Figure 1. Port wiring.
Drawn at 6 px/micron.
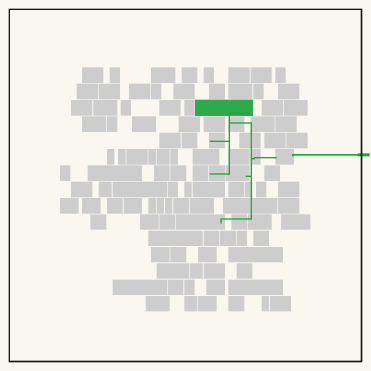
Figure 2. Gate-type map.
Drawn at 8 px/micron.
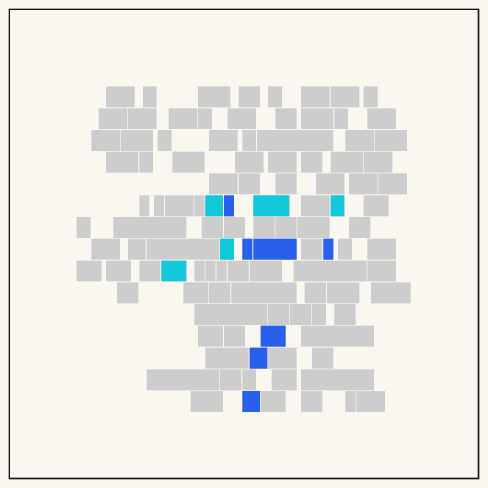
Figure 3. Clock wiring as the flow saved it.
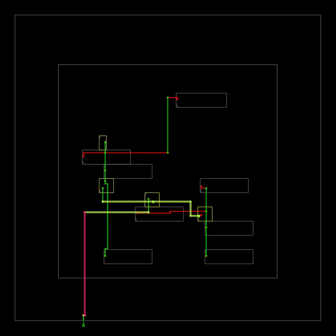
Figure 4. Cell area per tile.
Drawn at 4 px/micron. The die is cut into 12 by 12 equal tiles; dark purple is low, yellow is high, 0 to 100% covered.
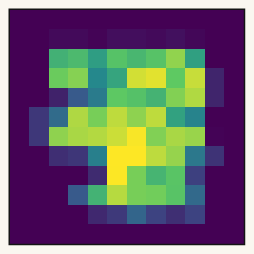
Figure 5. Cell sizes after repair.
Drawn at 8 px/micron.
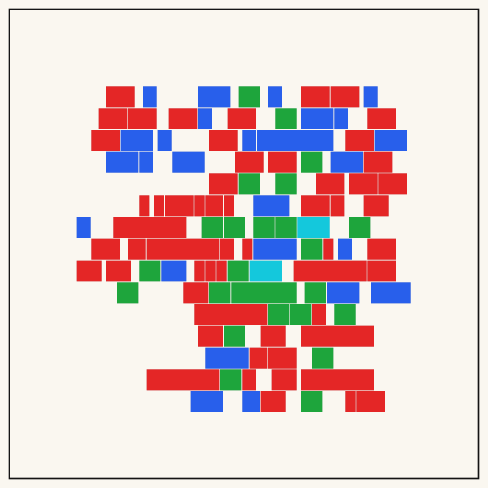
===== config.mk =====
export PLATFORM = sky130hd
export DESIGN_NAME = mux2_rr_arbiter
export DESIGN_NICKNAME = d
export VERILOG_FILES = /design/src/rtl/mux2_rr_arbiter.sv
export SDC_FILE = /design/constraint.sdc
export NUM_CORES = 1
export LEC_CHECK = 0
export CAP_MARGIN = 20
export CORE_MARGIN = 8
export CORE_UTILIZATION = 29
export DETAILED_ROUTE_END_ITERATION = 8
export GPL_ROUTABILITY_DRIVEN = 0
export PLACE_DENSITY_LB_ADDON = 0.15
export SYNTH_ARGS = -nofsm -noshare
export SYNTH_HDL_FRONTEND = slang
export SYNTH_SLANG_ARGS = --single-unit
export TNS_END_PERCENT = 20

===== constraint.sdc =====
create_clock -name clk -period 1.4 [get_ports clk]
set_input_delay 0.14 -clock clk [delete_from_list [all_inputs] [get_ports clk]]
set_output_delay 0.14 -clock clk [all_outputs]
set_load 0.02 [all_outputs]

===== src/rtl/mux2_rr_arbiter.sv =====
// mux2_rr_arbiter
// Round-robin arbiter and sequencer for a shared 2:1 data mux. Two requesters
// (A, B) share one downstream channel. A grant is held for a whole packet (up
// to the owner's last beat). Ownership alternates fairly between requesters.
// A packet that reaches MAX_BEATS beats is cut and flagged.
//
// Handshake: a beat moves downstream when out_valid & out_ready are both high
// at a rising clk edge. Upstream, a beat from requester x is consumed when
// req_x & gnt_x are both high at that edge. gnt_x is only ever high for the
// current owner. req and data must stay stable until consumed.
//
// Ports:
//   clk, rst             clock, asynchronous active-high reset
//   req_a/b              requester has a valid beat
//   data_a/b, last_a/b   beat payload and end-of-packet marker
//   gnt_a/b              grant (owner only, follows out_ready)
//   out_valid/data/last  downstream beat (last forced high at the beat limit)
//   out_ready            downstream accepts
//   sel                  registered mux select (0=A, 1=B)
//   busy                 a grant is held
//   trunc                one-cycle pulse after a packet was cut at MAX_BEATS
//   state_dbg            raw FSM state (0=IDLE, 1=OWN)
module mux2_rr_arbiter #(
  parameter int WIDTH     = 8,
  parameter int MAX_BEATS = 16
) (
  input  logic             clk,
  input  logic             rst,
  input  logic             req_a,
  input  logic [WIDTH-1:0] data_a,
  input  logic             last_a,
  input  logic             req_b,
  input  logic [WIDTH-1:0] data_b,
  input  logic             last_b,
  output logic             gnt_a,
  output logic             gnt_b,
  output logic             out_valid,
  output logic [WIDTH-1:0] out_data,
  output logic             out_last,
  input  logic             out_ready,
  output logic             sel,
  output logic             busy,
  output logic             trunc,
  output logic             state_dbg
);

  localparam int CNT_W = (MAX_BEATS > 1) ? $clog2(MAX_BEATS) : 1;
  localparam logic [CNT_W-1:0] LAST_CNT = CNT_W'(MAX_BEATS - 1);

  typedef enum logic {
    IDLE = 1'b0,
    OWN  = 1'b1
  } state_t;

  state_t           state, state_n;
  logic             sel_n;
  logic             prio, prio_n;
  logic [CNT_W-1:0] beat_cnt, cnt_n;
  logic             trunc_n;

  logic             owner_req;
  logic             owner_last;
  logic             at_limit;

  // sel is registered and only moves on IDLE->OWN, so the owner's view is
  // stable for the whole packet.
  assign owner_req  = sel ? req_b  : req_a;
  assign owner_last = sel ? last_b : last_a;
  assign at_limit   = (beat_cnt == LAST_CNT);

  assign out_data  = sel ? data_b : data_a;
  assign busy      = (state == OWN);
  assign state_dbg = state;

  always_ff @(posedge clk or posedge rst) begin
    if (rst) begin
      state    <= IDLE;
      sel      <= 1'b0;
      prio     <= 1'b0;
      beat_cnt <= '0;
      trunc    <= 1'b0;
    end else begin
      state    <= state_n;
      sel      <= sel_n;
      prio     <= prio_n;
      beat_cnt <= cnt_n;
      trunc    <= trunc_n;
    end
  end

  always_comb begin
    state_n   = state;
    sel_n     = sel;
    prio_n    = prio;
    cnt_n     = beat_cnt;
    trunc_n   = 1'b0;
    gnt_a     = 1'b0;
    gnt_b     = 1'b0;
    out_valid = 1'b0;
    out_last  = 1'b0;
    case (state)
      IDLE: begin
        if (req_a | req_b) begin
          state_n = OWN;
          cnt_n   = '0;
          // On a tie prio decides; otherwise the lone requester wins.
          sel_n   = (req_a & req_b) ? prio : req_b;
        end
      end
      OWN: begin
        out_valid = owner_req;
        gnt_a     = ~sel & out_ready;
        gnt_b     = sel & out_ready;
        out_last  = owner_last | at_limit;
        if (owner_req & out_ready) begin
          cnt_n = beat_cnt + 1'b1;
          if (out_last) begin
            state_n = IDLE;
            prio_n  = ~sel;
            // Flag only a forced end; a real last on the limit beat is normal.
            trunc_n = ~owner_last;
          end
        end
      end
      default: state_n = IDLE;
    endcase
  end

endmodule


==> flow_summary.json <==
{
  "grt_use_met2_pct": 16.7,
  "core_sq_mm": 0.00171,
  "numSynthFlops": 8,
  "most-common-layout-cells": "23 x clkdlybuf4s50_1, 20 x buf_4, 9 x mux2_2, 9 x buf_2, 7 x dfrtp_1",
  "endpoint_kind": "flip-flop",
  "r2r-end": "beat_cnt[2]",
  "whs_ps": 136,
  "reg2reg_depth": 5,
  "cp.required_ps": 1530,
  "syn_inst": 50,
  "fin_nets": 134,
  "synthToLayoutAreaGrowth_pct": 105,
  "cts-htree-levels": 1,
  "most_common_cell": "mux2_2",
  "pwr-share-clk_pct": 11.2,
  "startpoint": "sel",
  "violations": "negative setup slack",
  "largest_reg_flops": 4,
  "wl_met2_microns": 1040,
  "comb_cells": 35,
  "peakVddDrop_v": 0.000875,
  "total_power_mw": 1.73,
  "async_reset_ff_share_pct": 100,
  "worstMarginPinSlew_ps": 340,
  "signal_buffers": 58,
  "sw_frac_of_total_pct": 39.0,
  "pg_comb_mw": 1.18,
  "final_util_pct": 62.6,
  "outcome": "finished, violations left",
  "hold_path.class": "in -> async",
  "clk_share_pct": 2.46,
  "num-fill-cells": 137,
  "worst_slack_ps": -159,
  "yosys_area_sq_um": 523,
  "io_pins": 39,
  "use_met3_pct": 5.65,
  "layout-drive-gt1-share_pct": 47.7,
  "setup_viol": 15,
  "drt-met1-wl_microns": 730,
  "path_clk_slew_ps": 70,
  "antenna_cells": 0,
  "clk_path_buf_depth": 2,
  "fin_cells": 134,
  "final_antenna_net_count": 0,
  "leakage_nw": 0.492,
  "layout.nonclk_buf_share_pct": 44.8,
  "comb_share_pct": 29.6,
  "route.met3.wl_microns": 173
}
## Picture notes: Figure 1
[sel] green | direction: output | edge: right | end cells: 1 | buffers: 2 | wire: 61.6 microns

## Picture notes: Figure 2
[NOR gates] blue | cells: 7 | most used: nor2_1 | where: middle
[inverting AOI/OAI gates] cyan | cells: 5 | most used: a21oi_1 | where: middle

## Picture notes: Figure 3
# clk buffers: 4
clk_lat worst skew: 260 ps
clock skew: 15.2 ps
CTS Buf Count: 3
Clock Power: 0.194 mW

## Picture notes: Figure 4
nearly empty tiles: 46%
fullest tile: 100%
mean over tiles: 30%
tiles over 75% full: 22%
emptiest ninth of the die: bottom left
densest ninth of the die: middle

## Picture notes: Figure 5
[drive 6 and up] cyan | cells: 2 | share: 1.8%
[drive 2] blue | cells: 26 | share: 24%
[drive 3 to 4] green | cells: 24 | share: 22%
[drive 1 or less] red | cells: 57 | share: 52%

## what timing repair did
action	CTS	global route
resized	50	11
pin swaps	3	2
endpoints found under the setup margin	21	18
gates cloned	0	0
buffers inserted	5	3
## worst max-delay path: stages, from the launching register on
cell     delay [ps]
dfrtp_2         420
buf_6           130
mux2i_4         180
buf_6           130
o22a_1          240
a221o_1         320
## logic make-up (layout without fill, tap and decap cells)
| kind of cell | count (synthesis) | after routing | share of synthesized area, % |
|---|---|---|---|
| and+or+nand+nor | 12 | 12 | 12.0 |
| DFF | 8 | 8 | 38.3 |
| adders and majority gates | 1 | 1 | 2.39 |
| buffers and inverters | 7 | 66 | 7.41 |
| muxes | 12 | 12 | 25.8 |
| AOI/OAI and AO/OA | 9 | 9 | 12.4 |
| xor gates and xnor gates | 1 | 1 | 1.67 |
Power is estimated from default activity; no workload was simulated.
